## src/rtl/unit_bus.sv

```systemverilog
`default_nettype none
// ============================================================================
// Module  : unit_bus
// Purpose : Unit-side responder that moves data between the registers, the ALU,
//           memory and the OTH port on one-hot source/target enables.
// Rev     : 1.0
// ============================================================================
module unit_bus #(
    parameter int DATA_WIDTH = 8,
    parameter int ADDR_WIDTH = 8
) (
    input  logic                  clk,
    input  logic                  rst_n,
    input  logic [15:0]           i_unit_ien,
    input  logic [15:0]           i_unit_oen,
    output logic [DATA_WIDTH-1:0] o_ins,
    output logic [ADDR_WIDTH-1:0] o_mem_addr,
    output logic [DATA_WIDTH-1:0] o_mem_wdata,
    output logic                  o_mem_we,
    input  logic [DATA_WIDTH-1:0] i_mem_rdata,
    input  logic [DATA_WIDTH-1:0] i_oth_data,
    output logic [DATA_WIDTH-1:0] o_oth_data,
    output logic                  o_oth_valid,
    output logic                  o_alu_carry,
    output logic                  o_err,
    output logic [15:0]           o_xfer_cnt
);

    localparam int c_NULL     = 0;
    localparam int c_IR       = 1;
    localparam int c_PC       = 2;
    localparam int c_AR       = 3;
    localparam int c_DR0      = 4;
    localparam int c_DR1      = 5;
    localparam int c_CR       = 6;
    localparam int c_DR2      = 7;
    localparam int c_ALU_RE   = 8;
    localparam int c_ALU_AD   = 9;
    localparam int c_MEM_NUL2 = 10;
    localparam int c_MEM_NUL3 = 11;
    localparam int c_MEM_PC   = 12;
    localparam int c_MEM_AR   = 13;
    localparam int c_MEM_OTH  = 14;
    localparam int c_MEM_NULL = 15;

    logic [DATA_WIDTH-1:0] r_ir;
    logic [DATA_WIDTH-1:0] r_pc;
    logic [DATA_WIDTH-1:0] r_ar;
    logic [DATA_WIDTH-1:0] r_dr0;
    logic [DATA_WIDTH-1:0] r_dr1;
    logic [DATA_WIDTH-1:0] r_dr2;
    logic [DATA_WIDTH-1:0] r_cr;
    logic [DATA_WIDTH-1:0] r_alu_re;
    logic                  r_alu_carry;
    logic [DATA_WIDTH-1:0] r_oth_data;
    logic                  r_oth_valid;
    logic                  r_err;
    logic [15:0]           r_xfer_cnt;

    logic                  w_ien_onehot;
    logic                  w_oen_onehot;
    logic                  w_mem_src;
    logic                  w_mem_dst;
    logic                  w_valid;
    logic                  w_discard;
    logic [DATA_WIDTH-1:0] w_bus;
    logic [DATA_WIDTH-1:0] w_addr_full;
    logic [DATA_WIDTH-1:0] w_pc_inc;
    logic [DATA_WIDTH:0]   w_alu_sum;

    assign w_ien_onehot = (i_unit_ien != 16'd0) && ((i_unit_ien & (i_unit_ien - 16'd1)) == 16'd0);
    assign w_oen_onehot = (i_unit_oen != 16'd0) && ((i_unit_oen & (i_unit_oen - 16'd1)) == 16'd0);
    assign w_mem_src    = i_unit_oen[c_MEM_PC] | i_unit_oen[c_MEM_AR];
    assign w_mem_dst    = i_unit_ien[c_MEM_PC] | i_unit_ien[c_MEM_AR];
    // A single address port cannot serve a memory read and a memory write at once.
    assign w_valid      = w_ien_onehot && w_oen_onehot && !(w_mem_src && w_mem_dst);
    assign w_discard    = i_unit_ien[c_NULL] | i_unit_ien[c_MEM_NUL2] |
                          i_unit_ien[c_MEM_NUL3] | i_unit_ien[c_MEM_NULL];

    always_comb begin
        w_bus = '0;
        if (w_valid) begin
            case (1'b1)
                i_unit_oen[c_IR]:      w_bus = r_ir;
                i_unit_oen[c_PC]:      w_bus = r_pc;
                i_unit_oen[c_AR]:      w_bus = r_ar;
                i_unit_oen[c_DR0]:     w_bus = r_dr0;
                i_unit_oen[c_DR1]:     w_bus = r_dr1;
                i_unit_oen[c_CR]:      w_bus = r_cr;
                i_unit_oen[c_DR2]:     w_bus = r_dr2;
                i_unit_oen[c_ALU_RE]:  w_bus = r_alu_re;
                i_unit_oen[c_ALU_AD]:  w_bus = r_dr0;
                i_unit_oen[c_MEM_PC]:  w_bus = i_mem_rdata;
                i_unit_oen[c_MEM_AR]:  w_bus = i_mem_rdata;
                i_unit_oen[c_MEM_OTH]: w_bus = i_oth_data;
                default:               w_bus = '0;
            endcase
        end
    end

    assign w_addr_full = (i_unit_oen[c_MEM_PC] | i_unit_ien[c_MEM_PC]) ? r_pc : r_ar;

    generate
        if (ADDR_WIDTH <= DATA_WIDTH) begin : g_addr_trunc
            assign o_mem_addr = w_addr_full[ADDR_WIDTH-1:0];
        end else begin : g_addr_ext
            assign o_mem_addr = {{(ADDR_WIDTH-DATA_WIDTH){1'b0}}, w_addr_full};
        end
    endgenerate

    assign w_pc_inc  = r_pc + {{(DATA_WIDTH-1){1'b0}}, 1'b1};
    assign w_alu_sum = {1'b0, r_dr0} + {1'b0, w_bus};

    always_ff @(posedge clk) begin
        if (!rst_n) begin
            r_ir        <= '0;
            r_pc        <= '0;
            r_ar        <= '0;
            r_dr0       <= '0;
            r_dr1       <= '0;
            r_dr2       <= '0;
            r_cr        <= '0;
            r_alu_re    <= '0;
            r_alu_carry <= 1'b0;
            r_oth_data  <= '0;
            r_oth_valid <= 1'b0;
            r_err       <= 1'b0;
            r_xfer_cnt  <= 16'd0;
        end else begin
            r_oth_valid <= 1'b0;
            if (w_valid) begin
                if (i_unit_ien[c_IR])  r_ir  <= w_bus;
                if (i_unit_ien[c_AR])  r_ar  <= w_bus;
                if (i_unit_ien[c_DR0]) r_dr0 <= w_bus;
                if (i_unit_ien[c_DR1]) r_dr1 <= w_bus;
                if (i_unit_ien[c_DR2]) r_dr2 <= w_bus;
                if (i_unit_ien[c_CR])  r_cr  <= w_bus;
                // An explicit PC load takes priority over the fetch increment.
                if (i_unit_ien[c_PC]) begin
                    r_pc <= w_bus;
                end else if (i_unit_oen[c_MEM_PC]) begin
                    r_pc <= w_pc_inc;
                end
                if (i_unit_ien[c_ALU_AD]) begin
                    {r_alu_carry, r_alu_re} <= w_alu_sum;
                end else if (i_unit_ien[c_ALU_RE]) begin
                    r_alu_re <= w_bus;
                end
                if (i_unit_ien[c_MEM_OTH]) begin
                    r_oth_data  <= w_bus;
                    r_oth_valid <= 1'b1;
                end
                if (!w_discard) begin
                    r_xfer_cnt <= r_xfer_cnt + 16'd1;
                end
            end else begin
                r_err <= 1'b1;
            end
        end
    end

    assign o_ins       = r_ir;
    assign o_mem_wdata = w_bus;
    assign o_mem_we    = w_valid & w_mem_dst;
    assign o_oth_data  = r_oth_data;
    assign o_oth_valid = r_oth_valid;
    assign o_alu_carry = r_alu_carry;
    assign o_err       = r_err;
    assign o_xfer_cnt  = r_xfer_cnt;

endmodule
`default_nettype wire

```

## config.mk

```make
export PLATFORM = sky130hd
export DESIGN_NAME = unit_bus
export DESIGN_NICKNAME = d
export VERILOG_FILES = /design/src/rtl/unit_bus.sv
export SDC_FILE = /design/constraint.sdc
export NUM_CORES = 1
export LEC_CHECK = 0
export CAP_MARGIN = 20
export CORE_MARGIN = 2
export CORE_UTILIZATION = 45
export CTS_CLUSTER_DIAMETER = 100
export CTS_CLUSTER_SIZE = 24
export DETAILED_ROUTE_END_ITERATION = 8
export HOLD_SLACK_MARGIN = 0.03
export PLACE_DENSITY = 0.7
export SLEW_MARGIN = 20
export SYNTH_ARGS = -nofsm -noshare
export SYNTH_HDL_FRONTEND = slang
export SYNTH_SLANG_ARGS = --single-unit
export TNS_END_PERCENT = 100
```

## constraint.sdc

```tcl
create_clock -name clk -period 7.15 [get_ports clk]
set_input_delay 2.145 -clock clk [delete_from_list [all_inputs] [get_ports clk]]
set_output_delay 2.145 -clock clk [all_outputs]
set_load 0.02 [all_outputs]
```

==> results.txt <==
impl run done, here's what came out: status=finished clean, count of pins on the block boundary=102, stage delay of the slowest cell on the critical path=0.52 ns, uppermost metal layer occupied by signal nets=met4, group drawing the most power=registers, crit-path leading delay family=simple AND/OR/NAND/NOR gates, Period minus WS final=6.98 ns, total DRC errors in the routed layout=0, pre-CTS WS=-0.0953 ns, largest class=multi-input combinational cells, CTS clock-pin slew for the worst setup and hold paths=0.07 ns, fp util=46.2%, final number of setup-violating endpoints=0, clock insertion delay at the later pin of the skew report=0.34 ns, Inserted Clock Buffers=9, total inserted antenna cells=0, share of the core filled with cells in the final layout=60.4%, signal arrival time at the worst endpoint=4.84 ns, data required time of the critical path=5.01 ns, Cell variety after synth=68, start-to-end type of the worst setup path=input port to output port, gp weighted congestion=0.931, Complex Gates by Area=18.7%, Non-Clock Inverter Count=18, clock tree from TritonCTS=done, crit share post-route=97.7%, Seq/total area=23.8%, leakage=3.10 nW, area taken by flip-flops and latches=0.00182 mm^2, length of routed met2 wiring=8970 um, drt initial violations=786, number of warnings the tools reported=26, fin. max-slew vios=0, total length of routed met3 wires=1720 um, chain of cells forming the critical path=clkdlybuf4s50_1 -> or3_1 -> nor3_1 -> a2bb2oi_1 -> nand4b_1 -> nor3_2 -> nand2_1 -> buf_4 -> buf_12 -> nor2_1 -> dlygate4sd2_1, worst r2r path cells=17, number of tap cells inserted=172, routed length per placed instance=19.1 um, register bit count reported by yosys=91, mean instance size in the synthesized netlist=7.90 um^2
Figure 1. Placement by cell class.
Bar = 20 um. Fill, decap, tap and diode cells in grey.
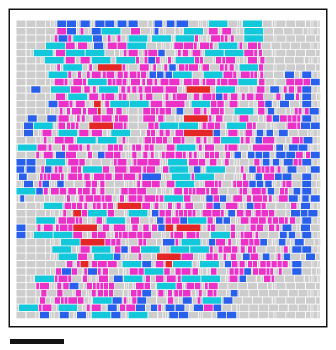
| class | colour | cells | share of their area |
|---|---|---|---|
| other buffers and delay cells | blue | 165 | 20% |
| flops | cyan | 91 | 25% |
| combinational and other logic | magenta | 595 | 51% |
| clock drivers and dummy loads | red | 16 | 4.0% |

Figure 2. Metal 2.
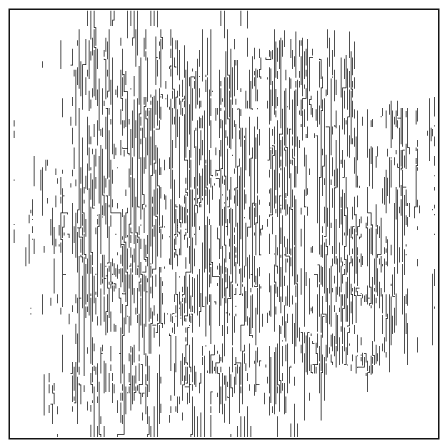
nets with wire on the layer: 782
wire length on this layer: 8970 um
longest straight run: 58.1 um
share of all routed wire: 45%

Figure 3. Clock wiring as the flow saved it.
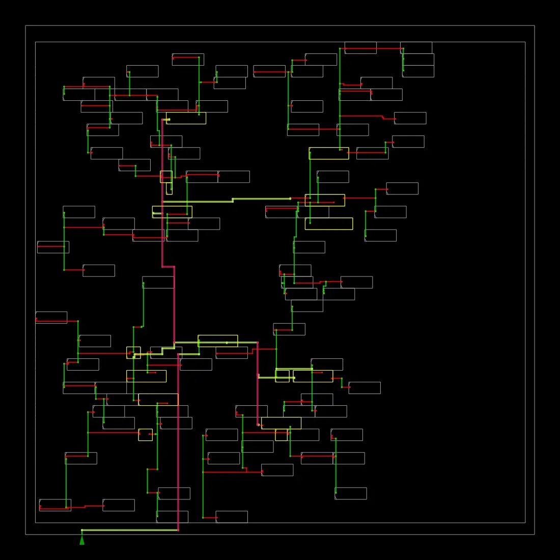
sequential cell count: 91
Layout Skew: 0.00770 ns
number of clock sinks: 91
clkbuf count: 10

Figure 4. Logic cells by family.
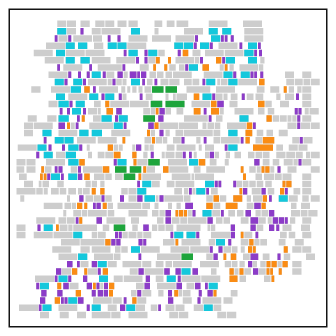
| family | colour | cells | most used |
|---|---|---|---|
| multiplexers | cyan | 85 | mux2i_1 |
| NOR gates | orange | 100 | nor2_1 |
| NAND gates | purple | 198 | nand2_1 |
| adder and majority cells | green | 11 | ha_1 |

Figure 5. Cell sizes after repair.
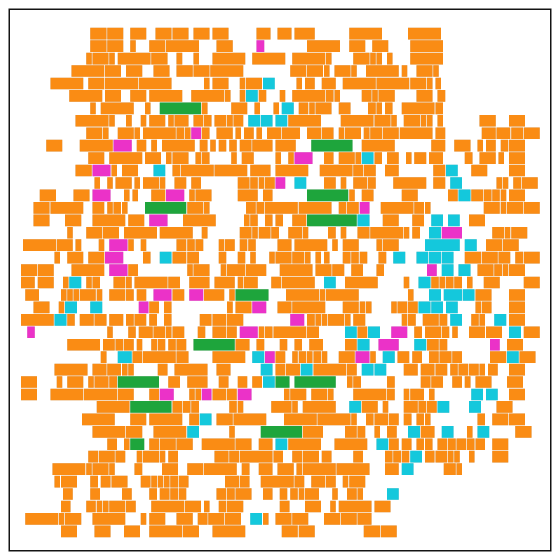
| size | colour | cells | most used |
|---|---|---|---|
| _6 and larger | green | 13 | clkbuf_16 |
| _3 and _4 cells | cyan | 69 | buf_4 |
| _0 and _1 cells | orange | 755 | nand2_1 |
| _2 cells | magenta | 30 | mux2_2 |

Power figures rest on the tool's default switching activity, not on a simulated workload.
